[src/rtl/conv_pkg.sv]
// Shared constants and types for the 3x3 streaming correlation engine.
package conv_pkg;

  localparam int DATA_W = 8;
  localparam int OUT_W  = 21;
  localparam int KSIZE  = 3;

  // One image column (top row at index 0), two's complement pixels.
  typedef logic signed [KSIZE-1:0][DATA_W-1:0] pix_col_t;

endpackage

[src/rtl/shift_col3.sv]
// KSIZE x KSIZE column shift register: new column enters at the newest
// position, the oldest column (index 0) falls out. Holds when disabled.
module shift_col3 import conv_pkg::KSIZE; #(
  parameter int W = conv_pkg::DATA_W
) (
  input  logic                                  clk,
  input  logic                                  i_rst,
  input  logic                                  i_en,
  input  logic [KSIZE-1:0][W-1:0]               i_col,
  output logic [KSIZE-1:0][KSIZE-1:0][W-1:0]    o_win
);

  // indexed [row][col], col 0 = oldest
  logic [KSIZE-1:0][KSIZE-1:0][W-1:0] win_q;
  logic [KSIZE-1:0][KSIZE-1:0][W-1:0] win_d;

  // Next-state: shift every row one column towards the oldest slot.
  always_comb begin
    win_d = win_q;
    if (i_en) begin
      for (int unsigned r = 0; r < KSIZE; r++) begin
        for (int unsigned c = 0; c < KSIZE - 1; c++) begin
          win_d[r][c] = win_q[r][c+1];
        end
        win_d[r][KSIZE-1] = i_col[r];
      end
    end
  end

  // Window storage, cleared asynchronously.
  always_ff @(posedge clk or posedge i_rst) begin
    if (i_rst) win_q <= '0;
    else       win_q <= win_d;
  end

  assign o_win = win_q;

endmodule

[src/rtl/conv_2d_3x3.sv]
// Streaming 3x3 correlation: kernel and pixel windows are column shift
// registers; a 9-term exact signed MAC feeds one registered output.
module conv_2d_3x3 import conv_pkg::KSIZE; #(
  parameter int DATA_W = conv_pkg::DATA_W,
  parameter int OUT_W  = conv_pkg::OUT_W
) (
  input  logic              clk,
  input  logic              i_rst,
  input  logic              i_load_knl,
  input  logic              i_en_conv,
  input  logic [DATA_W-1:0] i_data1,
  input  logic [DATA_W-1:0] i_data2,
  input  logic [DATA_W-1:0] i_data3,
  output logic [OUT_W-1:0]  o_pixel
);

  logic [KSIZE-1:0][DATA_W-1:0]             col_in;
  logic [KSIZE-1:0][KSIZE-1:0][DATA_W-1:0]  knl;
  logic [KSIZE-1:0][KSIZE-1:0][DATA_W-1:0]  win;
  logic                                     win_en;
  logic signed [2*DATA_W-1:0]               prod [KSIZE][KSIZE];
  logic signed [OUT_W-1:0]                  pixel_d;
  logic        [OUT_W-1:0]                  pixel_q;

  assign col_in[0] = i_data1;
  assign col_in[1] = i_data2;
  assign col_in[2] = i_data3;

  // Kernel load takes priority; the window only moves when not loading.
  assign win_en = i_en_conv & ~i_load_knl;

  shift_col3 #(.W(DATA_W)) u_knl (
    .clk   (clk),
    .i_rst (i_rst),
    .i_en  (i_load_knl),
    .i_col (col_in),
    .o_win (knl)
  );

  shift_col3 #(.W(DATA_W)) u_win (
    .clk   (clk),
    .i_rst (i_rst),
    .i_en  (win_en),
    .i_col (col_in),
    .o_win (win)
  );

  // Exact products, sign-extended and summed (no rounding or clamping).
  always_comb begin
    pixel_d = '0;
    for (int unsigned r = 0; r < KSIZE; r++) begin
      for (int unsigned c = 0; c < KSIZE; c++) begin
        prod[r][c] = $signed(win[r][c]) * $signed(knl[r][c]);
        pixel_d    = pixel_d + OUT_W'(prod[r][c]);
      end
    end
  end

  // Output register reloads every cycle from the current window.
  always_ff @(posedge clk or posedge i_rst) begin
    if (i_rst) pixel_q <= '0;
    else       pixel_q <= pixel_d;
  end

  assign o_pixel = pixel_q;

endmodule

[config.mk]
export PLATFORM = sky130hd
export DESIGN_NAME = conv_2d_3x3
export DESIGN_NICKNAME = d
export VERILOG_FILES = /design/src/rtl/conv_pkg.sv /design/src/rtl/shift_col3.sv /design/src/rtl/conv_2d_3x3.sv
export SDC_FILE = /design/constraint.sdc
export NUM_CORES = 2
export LEC_CHECK = 0
export ABC_AREA = 1
export CORE_MARGIN = 2
export CORE_UTILIZATION = 61
export DETAILED_ROUTE_END_ITERATION = 12
export PLACE_DENSITY = 0.74
export REMOVE_ABC_BUFFERS = 1
export SLEW_MARGIN = 20
export SYNTH_ARGS = -nofsm -noshare
export SYNTH_HDL_FRONTEND = slang
export SYNTH_SLANG_ARGS = --single-unit
[constraint.sdc]
create_clock -name clk -period 8.2 [get_ports clk]
set_input_delay 1.23 -clock clk [delete_from_list [all_inputs] [get_ports clk]]
set_output_delay 1.23 -clock clk [all_outputs]
set_load 0.01 [all_outputs]
Fig. 1: signal wires by layer
The bar under the picture is 50 um long.
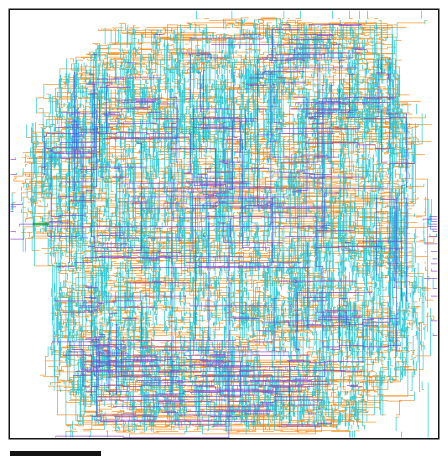
Key: M3 = purple [wire length 7590 um]; M2 = cyan [wire length 40.0 mm]; M5 = green [wire length 7.40 um]; M4 = blue [wire length 3270 um]; M1 = orange [wire length 33.5 mm]
Total Wirelength: 84.3 mm
Vias: 22200
All-Layer GR Usage: 0.330

Fig. 2: I/O pins on the die edge
Pins as bars across the die edge, other pins in gray.
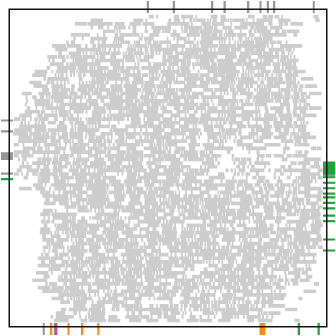
Key: i_data3 = orange [pins 8, direction input, edge bottom]; o_pixel = green [pins 21, direction output, edge 18 right, 2 bottom, 1 left]; i_en_conv = magenta [pins 1, direction input, edge bottom]
All pins by edge: 19 right, 13 bottom, 9 top, 8 left.
Port Buffers: 48
Die Span Y: 235 um
chip width: 235 um

Fig. 3: sequential cells colored by netlist name
Other sequential cells in the stronger gray, the rest of the logic in the fainter gray.
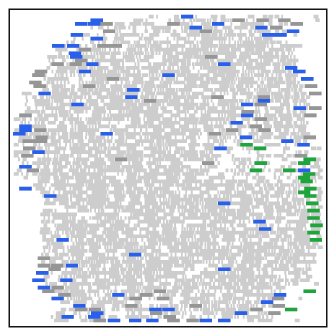
Key: u_knl.o_win = blue [sequential cells 72, where all over the die]; o_pixel = green [sequential cells 21, where right middle]
Another 72 sequential cells are not colored.
utilization after layout: 0.646
storage element area: 4130 um2
flop share of the area: 0.122

==> flow_metrics.env <==
# flow metrics
export IMPL_cts_root_buf="clkbuf_16"
export IMPL_areaGrowthSynthToFinish_pct=4.58
export IMPL_met3_wirelength_mm=7.59
export IMPL_ys_top_logic_family="adder cells"
export IMPL_fp_util=0.618
export IMPL_min_path_type="flip-flop to flip-flop"
export IMPL_crit_top_cell="fa_1"
export IMPL_tns_ns=0
export IMPL_start_kind="flip-flop"
export IMPL_fill_cells=4318
export IMPL_fmax_mhz=128
export IMPL_dieArea_um2=55100
export IMPL_yosys_cell_types_count=30
export IMPL_status="complete, no violations"
export IMPL_numSynthFlops=165
export IMPL_logic_area_um2=22700
export IMPL_top_cell="inv_1"
export IMPL_worstMarginPinSlew_ns=1.07
export IMPL_holdPathEnd="u_knl.o_win[7]"
export IMPL_core_area_um2=52600
export IMPL_min_period_ns=7.84
export IMPL_vias_per_cell=5.16
export IMPL_final_antenna_net_count=0
export IMPL_post_dp_hpwl_mm=72.1
export IMPL_drv_cap=0
export IMPL_synth_cells_yosys=3662
export IMPL_cts_buffers=17
export IMPL_cts_buffer_depth=2
export IMPL_dp_cells=4269
export IMPL_critPathMaxFanout=10
export IMPL_async_reset_ff_frac=1.00
export IMPL_htree_levels=4
export IMPL_simple_gate_area_frac=0.101
export IMPL_dp_worst_setup_slack_ns=0.352
export IMPL_grtUsageMet2=0.520
-- registers in the layout, indices dropped and copies added, names as in the netlist --
name         cells
u_knl.o_win     72
u_win.o_win     72
o_pixel         21
-- worst min-delay path, delay by kind of cell, from the launching register on --
kind             cells  cell delay, ns
AND-OR/OR-AND        1            0.07
AND/OR/NAND/NOR      1            0.09
flip-flops           1            0.51
-- timing repair --
item / 4_1_cts / 5_1_grt
hold buffers: 0 / 0
buffers inserted: 0 / 0
endpoints found under the hold margin: 0 / 0
resized: 0 / 1
setup endpoints to repair: 0 / 1
-- final cells by class --
class / count / area share
antenna: 1 / 0.0000737
clock buffer: 18 / 0.0129
clock inverter: 13 / 0.00291
inverter: 1308 / 0.145
multi-input combinational: 2017 / 0.669
sequential: 165 / 0.122
tap: 688 / 0.0253
timing repair buffer: 91 / 0.0235
-- layout by cell type (no fill, tap or decap), drive strengths merged, types with 3 or more instances in the layout --
cell           count
nand4              3
clkinvlp           3
xor2              10
o21ai            135
fa               798
a21oi             29
clkinv             5
inv             1313
or2                5
nor2              71
nand2            744
buf               44
dfrtp            165
xnor2              4
nand3b             3
clkdlybuf4s50     47
ha               191
nand3             18
clkbuf            18
mux2               5
-- worst max path at each step --
stage	start	end	slack, ns
finish	u_win.o_win[63]	o_pixel[12]	0.36
global route	u_win.o_win[63]	o_pixel[20]	0.05
CTS	u_win.o_win[63]	o_pixel[12]	0.34
detailed placement	u_win.o_win[63]	o_pixel[12]	0.35
global placement	u_win.o_win[63]	o_pixel[12]	0.33
floorplan	u_knl.o_win[44]	o_pixel[20]	1.06
